==> config.mk <==
export PLATFORM = sky130hd
export DESIGN_NAME = timer_apb_regs
export DESIGN_NICKNAME = d
export VERILOG_FILES = /design/src/rtl/timer_apb_regs.sv
export SDC_FILE = /design/constraint.sdc
export NUM_CORES = 1
export LEC_CHECK = 0
export CORE_MARGIN = 5
export CORE_UTILIZATION = 29
export DETAILED_ROUTE_END_ITERATION = 12
export PLACE_DENSITY = 0.73
export SLEW_MARGIN = 15
export SYNTH_ARGS = -nofsm -noshare
export SYNTH_HDL_FRONTEND = slang
export SYNTH_SLANG_ARGS = --single-unit
==> constraint.sdc <==
create_clock -name pclk -period 5.14 [get_ports pclk]
set_input_delay 0.514 -clock pclk [delete_from_list [all_inputs] [get_ports pclk]]
set_output_delay 0.514 -clock pclk [all_outputs]
set_load 0.01 [all_outputs]
==> src/rtl/timer_apb_regs.sv <==
// APB register block for the 8-bit timer: TDR, TCR, sticky TSR flags and read-only TCNT.
// Define APB_WAIT_STATE_EN to insert one wait cycle in every access phase.
module timer_apb_regs #(
  parameter int ADDR_W = 8,
  parameter int DATA_W = 8
) (
  input  logic              pclk,
  input  logic              preset,
  input  logic              psel,
  input  logic              penable,
  input  logic              pwrite,
  input  logic [ADDR_W-1:0] paddr,
  input  logic [DATA_W-1:0] pwdata,
  output logic [DATA_W-1:0] prdata,
  output logic              pready,
  output logic              pslverr,
  output logic [7:0]        tdr_o,
  output logic              load_o,
  output logic              dw_o,
  output logic              en_o,
  output logic [1:0]        cks_o,
  input  logic              ovf_set_i,
  input  logic              udf_set_i,
  input  logic [7:0]        tcnt_i
);

  // IDLE doubles as the setup phase: a setup cycle is recognised there combinationally,
  // so ACCESS lines up with the bus access phase and a transfer takes two cycles.
  localparam logic [1:0] ST_IDLE   = 2'd0;
  localparam logic [1:0] ST_ACCESS = 2'd1;
`ifdef APB_WAIT_STATE_EN
  localparam logic [1:0] ST_WAIT   = 2'd2;
`endif

  localparam logic [7:0] TCR_MASK = 8'hB3;

  logic [1:0] state;
  logic [1:0] state_nxt;
  logic [7:0] tdr;
  logic [7:0] tcr;
  logic       ovf;
  logic       udf;
  logic       xfer;
  logic       addr_err;
  logic       wr_ok;
  logic       wr_tsr;
  logic [1:0] addr_lo;
  logic [7:0] rd_mux;

  assign addr_lo  = paddr[1:0];
  assign addr_err = (|paddr[ADDR_W-1:2]) | (pwrite & (addr_lo == 2'd3));
  assign xfer     = psel & penable & pready;
  assign wr_ok    = xfer & pwrite & ~addr_err;
  assign wr_tsr   = wr_ok & (addr_lo == 2'd2);

  always_comb begin
    state_nxt = state;
    pready    = 1'b0;
    case (state)
      ST_IDLE: begin
        if (psel && !penable) state_nxt = ST_ACCESS;
      end
`ifdef APB_WAIT_STATE_EN
      ST_ACCESS: begin
        state_nxt = psel ? ST_WAIT : ST_IDLE;
      end
      ST_WAIT: begin
        pready    = 1'b1;
        state_nxt = (psel && !penable) ? ST_ACCESS : ST_IDLE;
      end
`else
      ST_ACCESS: begin
        pready    = 1'b1;
        state_nxt = (psel && !penable) ? ST_ACCESS : ST_IDLE;
      end
`endif
      default: state_nxt = ST_IDLE;
    endcase
  end

  // Flags: a set pulse overrides a same-cycle write-0 clear.
  always_ff @(posedge pclk or posedge preset) begin
    if (preset) begin
      state <= ST_IDLE;
      tdr   <= 8'h00;
      tcr   <= 8'h00;
      ovf   <= 1'b0;
      udf   <= 1'b0;
    end else begin
      state <= state_nxt;
      if (wr_ok && addr_lo == 2'd0) tdr <= pwdata;
      if (wr_ok && addr_lo == 2'd1) tcr <= pwdata & TCR_MASK;
      ovf <= ovf_set_i | (ovf & ~(wr_tsr & ~pwdata[0]));
      udf <= udf_set_i | (udf & ~(wr_tsr & ~pwdata[1]));
    end
  end

  always_comb begin
    rd_mux = 8'h00;
    if (xfer && !pwrite && !addr_err) begin
      case (addr_lo)
        2'd0:    rd_mux = tdr;
        2'd1:    rd_mux = tcr;
        2'd2:    rd_mux = {6'b000000, udf, ovf};
        default: rd_mux = tcnt_i;
      endcase
    end
  end

  assign prdata  = rd_mux;
  assign pslverr = xfer & addr_err;
  assign tdr_o   = tdr;
  assign load_o  = tcr[7];
  assign dw_o    = tcr[5];
  assign en_o    = tcr[4];
  assign cks_o   = tcr[1:0];

endmodule

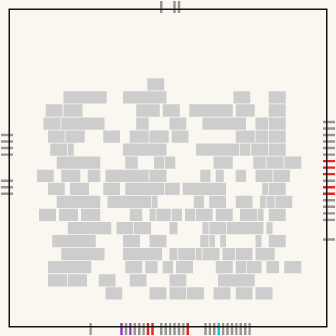
*Ports around the boundary, run 1*
Pins as bars across the die edge, other pins in grey.
Key: red = `tcnt_i` [pins 8, direction input, edge 5 east, 3 south]; purple = `cks_o` [pins 2, direction output, edge south]; cyan = `pslverr` [pins 1, direction output, edge south]

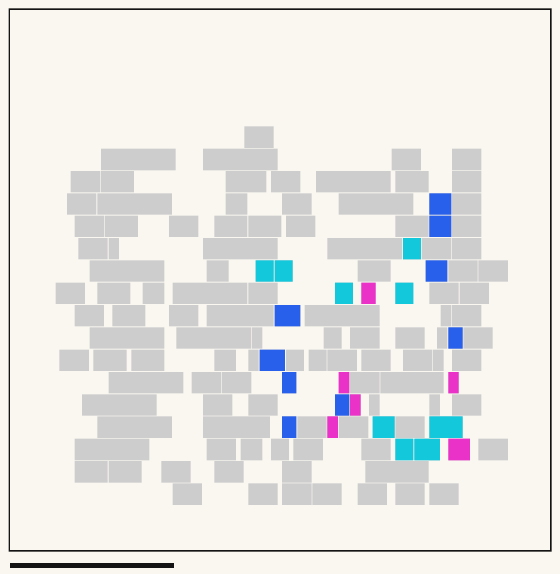
*Logic cells by family, run 1*
Bar = 20 um.
Key: blue = inverting AOI/OAI gates [cells 9, most used a21oi_1]; magenta = NAND gates [cells 6, most used nand2_1]; cyan = AND and OR gates [cells 9, most used or2_2]

==> impl_metrics.py, run 1 <==
# Physical implementation metrics
metrics = {
    "outcome": {
        "status": "completed",
    },
    "layout": {
        "clock_buffers": 4,
        "drive_above_1_share_pct": 20.6,
        "stdcell_count": 175,
        "fillCellCount": 286,
        "nNonClkInverters": 1,
        "finalNetCount": 163,
        "signal_buffers": 53,
        "diodes": 0,
        "layout_top_cells": "53 x clkdlybuf4s50_1, 16 x dfrtp_1, 13 x mux2_2, 7 x nor2_1",
        "buffer_area_share_pct": 35.2,
        "clkCellAreaFrac_pct": 2.40,
        "logic_gates": 57,
        "comb_area_share_pct": 32.0,
        "largest_reg_flops": 8,
        "dominant_cells": "buffers",
        "logic_area_um2": 483,
        "final-seq-area_um2": 400,
        "fin_util_pct": 49.8,
        "final_cell_area_mm2": 0.00151,
    },
    "critical_path": {
        "critPathLaunch": "paddr[3]",
        "timing.critical_path.slowest_stage_cell": "or4_1",
        "rrSetupSlack_ns": 3.40,
        "reg2regPathDepth": 3,
        "cp_cell_sequence": "clkdlybuf4s50_1, or4_4, or4_1, a21oi_1, clkdlybuf4s50_1",
        "crit_cells": 5,
        "arrival_ns": 2.89,
        "rr_endpoint": "tdr_o[6]",
        "timing.rr.start": "state[0]",
        "slowest_delay_ns": 0.64,
        "cp_common_cell": "clkdlybuf4s50_1",
        "critPathCaptureType": "output pin",
        "crit_type": "in -> out",
        "cp_max_fo": 8,
    },
    "clock_network": {
        "clk_path_buf_depth": 2,
        "cts-root-buf": "clkbuf_4",
        "holdBufCountCts": 0,
        "ctsResizeCount": 0,
        "postCtsSetupRepairBufs": 0,
        "path_clk_slew_ns": 0.09,
    },
    "sta": {
        "hold_viol": 0,
        "setup_slack_ns": 1.73,
        "setup_viol": 0,
        "min_period_ns": 3.41,
        "slew_headroom_pct": 57.4,
        "rsz0062_at_grt": "no",
        "maxSlewViolCount": 0,
        "fmax_ghz": 0.293,
        "finalSetupTns_ns": 0,
        "fin_skew_ns": 0.00308,
        "fin_crit_sh_pct": 66.3,
    },
    "yosys": {
        "yosys_area_um2": 903,
        "synth.area.top_cells": "dfrtp_1 44%, mux2_2 16%, mux4_2 5.0%",
        "ys.flops": 16,
        "synthCells": 78,
        "edf_count": 0,
        "top_area_share_pct": 44.3,
        "yosysSeqAreaShare_pct": 44.3,
        "ys_sh_aoi_pct": 6.65,
        "ys_cells": 78,
        "ys_types": 23,
        "mux_share_pct": 24.5,
        "xor_area_share_pct": 0,
        "netlist_area_um2": 903,
        "avgSynthCellArea_um2": 11.6,
        "top_cells_by_count": "16 x dfrtp_1, 13 x mux2_2, 7 x nor2_1",
        "largest_area_cell": "dfrtp_1",
        "most_common_cell": "dfrtp_1",
        "postSynth.asyncResetShare_pct": 100,
        "ys_warn_count": 0,
        "flop_cell": "dfrtp_1",
    },
    "die": {
        "fp-row-count": 20,
        "die_h_um": 65.8,
        "taps": 44,
        "fp_util_pct": 29.8,
    },
    "placed_design": {
        "dpl.hpwl_mm": 2.38,
        "placement.io_buffers": 53,
        "dp.cells": 171,
        "dp_worst_setup_slack_ns": 1.73,
        "gp_congestion": 0.852,
    },
    "global_route": {
        "grt_overflow_total": 0,
        "grtUsageTotal_pct": 13.5,
        "use_met1_pct": 14.8,
        "busiest_layer": "met2",
        "met2_usage_pct": 25.2,
        "grt_pass1_wl_mm": 4.35,
        "use_met3_pct": 2.04,
        "grt_pass1_vias": 911,
    },
    "worst_hold_path": {
        "whs_endpoint": "tdr_o[7]",
        "hold_path_class": "reg -> reg",
        "holdPathStages": 1,
    },
    "detailed_routing": {
        "drt-met1-wl_mm": 1.14,
        "wl_met2_mm": 1.54,
        "viasPerCell": 4.73,
        "top_layer_used": "met4",
        "avgRoutedWirePerCell_um": 16.2,
        "drtPass1Iterations": 4,
        "drcViolationCount": 0,
        "drtIter0Drc": 32,
        "vias": 828,
        "met3_length_um": 107,
    },
    "pwr": {
        "top_power_group": "sequential cells",
        "internal_power_uw": 197,
        "comb_power_uw": 43.7,
        "cellPowerDensity_mw_per_mm2": 166,
        "ir_worst_vdd_mv": 0.0964,
        "leakagePower_nw": 0.604,
        "totalPowerFinal_uw": 251,
        "power.share.switching_pct": 21.3,
        "seq_power_uw": 127,
        "pwr-share-comb_pct": 17.4,
        "clock_power_share_pct": 31.8,
        "power_switching_uw": 53.5,
    },
    "job": {
        "warnings": 26,
    },
}
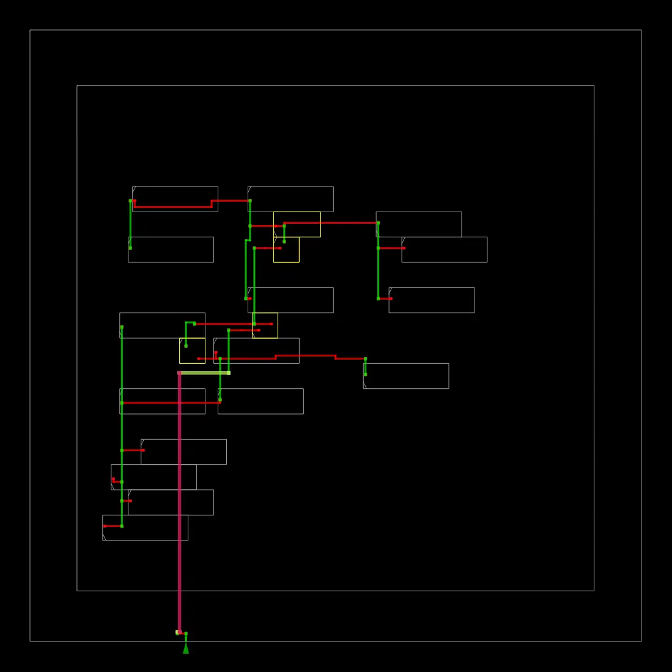
*The clock network, run 1*
number of clock sinks: 16
flop count: 16
clk pwr: 79.8 uW
Num CTS Buffers: 3
clk latency late pin: 0.28 ns

==> inputs of run 2 (changes only) <==
==> constraint.sdc (replaced) <==
create_clock -name pclk -period 3.5 [get_ports pclk]
set_input_delay 0.35 -clock pclk [delete_from_list [all_inputs] [get_ports pclk]]
set_output_delay 0.35 -clock pclk [all_outputs]
set_load 0.01 [all_outputs]
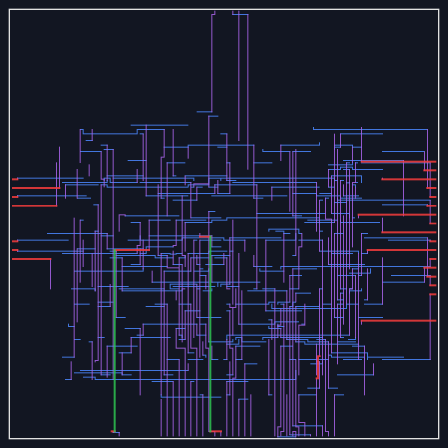
*Metal layers overlaid, run 2*
Key: purple = met2 [wire length 1540 um]; red = met3 [wire length 108 um]; blue = met1 [wire length 1140 um]; green = met4 [wire length 57.8 um]
Detailed Route WL: 2.84 mm
overall routing resource usage: 13.5%
DR vias: 828
routed length per instance: 16.2 um

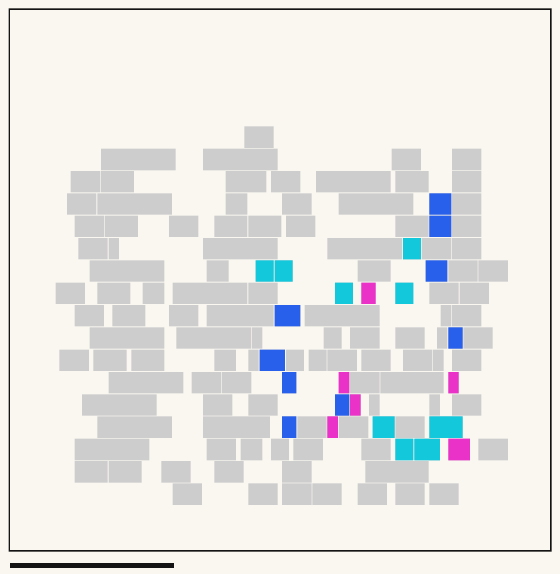
*Logic cells by family, run 2*
Bar = 20 um.
Key: magenta = NAND gates [cells 6, most used nand2_1]; blue = inverting AOI/OAI gates [cells 9, most used a21oi_1]; cyan = AND and OR gates [cells 9, most used or2_2]
combinational share of cell area: 32.0%
most instantiated logic cell after routing: clkdlybuf4s50_1
Layout Cells excl Fill: 175

==> run 2 against run 1 <==
Against the previous run:
- area after synthesis unchanged
- via count unchanged
- count of clock-buffer cells in the layout unchanged
- first-iteration DRC count unchanged
- utilization unchanged
- combinational power increased by 47%
- clock power increased by 47%
- routed wire length unchanged
- clock skew unchanged
- non-clock buffer count unchanged
- sequential share of layout area unchanged
- sequential cell count unchanged
==> impl_metrics.py, run 2 <==
# Physical implementation metrics
metrics = {
    "critical_path": {
        "rr_endpoint": "tdr_o[6]",
        "reg2regPathDepth": 3,
        "slowest_delay_ns": 0.64,
        "timing.critical_path.slowest_stage_cell": "or4_1",
        "crit_cells": 5,
        "crit_path_start_kind": "primary input",
        "arrival_ns": 2.73,
        "critPathCaptureType": "output pin",
        "cp_max_fo": 8,
        "rrSetupSlack_ns": 1.76,
        "crit_type": "in -> out",
        "timing.rr.start": "state[0]",
        "cp_cell_sequence": "clkdlybuf4s50_1, or4_4, or4_1, a21oi_1, clkdlybuf4s50_1",
        "cp_common_cell": "clkdlybuf4s50_1",
        "critPathLaunch": "paddr[3]",
    },
    "yosys": {
        "synthCells": 78,
        "avgSynthCellArea_um2": 11.6,
        "top_area_share_pct": 44.3,
        "synth.area.top_cells": "dfrtp_1 44%, mux2_2 16%, mux4_2 5.0%",
        "edf_count": 0,
        "yosys_area_um2": 903,
        "ys_warn_count": 0,
        "xor_area_share_pct": 0,
        "ys.flops": 16,
        "mux_share_pct": 24.5,
        "postSynth.asyncResetShare_pct": 100,
        "flop_cell": "dfrtp_1",
        "most_common_cell": "dfrtp_1",
        "largest_area_cell": "dfrtp_1",
        "yosysSeqAreaShare_pct": 44.3,
        "ys_cells": 78,
        "top_cells_by_count": "16 x dfrtp_1, 13 x mux2_2, 7 x nor2_1",
        "ys_types": 23,
        "topCombFamilyByArea": "multiplexers",
        "netlist_area_um2": 903,
        "ys_sh_aoi_pct": 6.65,
    },
    "layout": {
        "diodes": 0,
        "dominant_cells": "buffers",
        "seq_cell_count": 16,
        "final-seq-area_um2": 400,
        "clkCellAreaFrac_pct": 2.40,
        "fillCellCount": 286,
        "nNonClkInverters": 1,
        "final_cell_area_mm2": 0.00151,
        "largest_reg_flops": 8,
        "logic_gates": 57,
        "layout_top_cells": "53 x clkdlybuf4s50_1, 16 x dfrtp_1, 13 x mux2_2, 7 x nor2_1",
        "drive_above_1_share_pct": 20.6,
        "finalNetCount": 163,
        "logic_area_um2": 483,
        "signal_buffers": 53,
        "buffer_area_share_pct": 35.2,
    },
    "pwr": {
        "comb_power_uw": 64.2,
        "pg_clk_uw": 117,
        "totalPowerFinal_uw": 368,
        "cellPowerDensity_mw_per_mm2": 244,
        "leakagePower_nw": 0.604,
        "power_switching_uw": 78.6,
        "clock_power_share_pct": 31.8,
        "power.share.switching_pct": 21.3,
        "ir_worst_vdd_mv": 0.142,
        "pwr-share-comb_pct": 17.4,
        "top_power_group": "sequential cells",
        "seq_power_uw": 187,
        "internal_power_uw": 290,
    },
    "sta": {
        "fin_crit_sh_pct": 88.0,
        "maxSlewViolCount": 0,
        "fmax_ghz": 0.325,
        "min_period_ns": 3.08,
        "setup_viol": 0,
        "setup_slack_ns": 0.420,
        "hold_viol": 0,
        "finalSetupTns_ns": 0,
        "slew_headroom_pct": 57.4,
        "rsz0062_at_grt": "no",
    },
    "detailed_routing": {
        "viasPerCell": 4.73,
        "drtIter0Drc": 32,
        "wl_met2_mm": 1.54,
        "top_layer_used": "met4",
        "drcViolationCount": 0,
        "drt-met1-wl_mm": 1.14,
        "drtPass1Iterations": 4,
        "met3_length_um": 107,
    },
    "clock_network": {
        "cts.sinks": 16,
        "holdBufCountCts": 0,
        "numCtsBuffers": 3,
        "ctsResizeCount": 0,
        "postCtsSetupRepairBufs": 0,
        "clk_path_buf_depth": 2,
        "cts-root-buf": "clkbuf_4",
        "clk_latency_ns": 0.28,
        "path_clk_slew_ns": 0.09,
    },
    "die": {
        "die_h_um": 65.8,
        "taps": 44,
        "fp-row-count": 20,
        "fp_util_pct": 29.8,
    },
    "global_route": {
        "grt_pass1_vias": 911,
        "use_met1_pct": 14.8,
        "met2_usage_pct": 25.2,
        "use_met3_pct": 2.04,
        "busiest_layer": "met2",
        "grt_pass1_wl_mm": 4.35,
        "grt_overflow_total": 0,
    },
    "placed_design": {
        "dp.cells": 171,
        "gp_congestion": 0.851,
        "placement.io_buffers": 53,
        "place_area_mm2": 0.00147,
        "dp_worst_setup_slack_ns": 0.414,
    },
    "outcome": {
        "status": "completed",
    },
    "job": {
        "warnings": 26,
        "cap_violations": 0,
    },
}
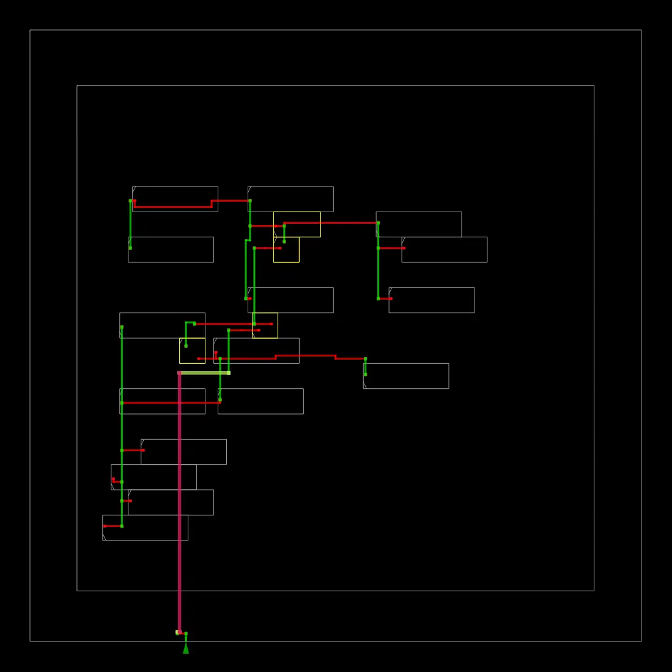
*The clock network, run 2*
clock buffers: 4
Clock Skew: 0.00308 ns

Power figures rest on the tool's default switching activity, not on a simulated workload.
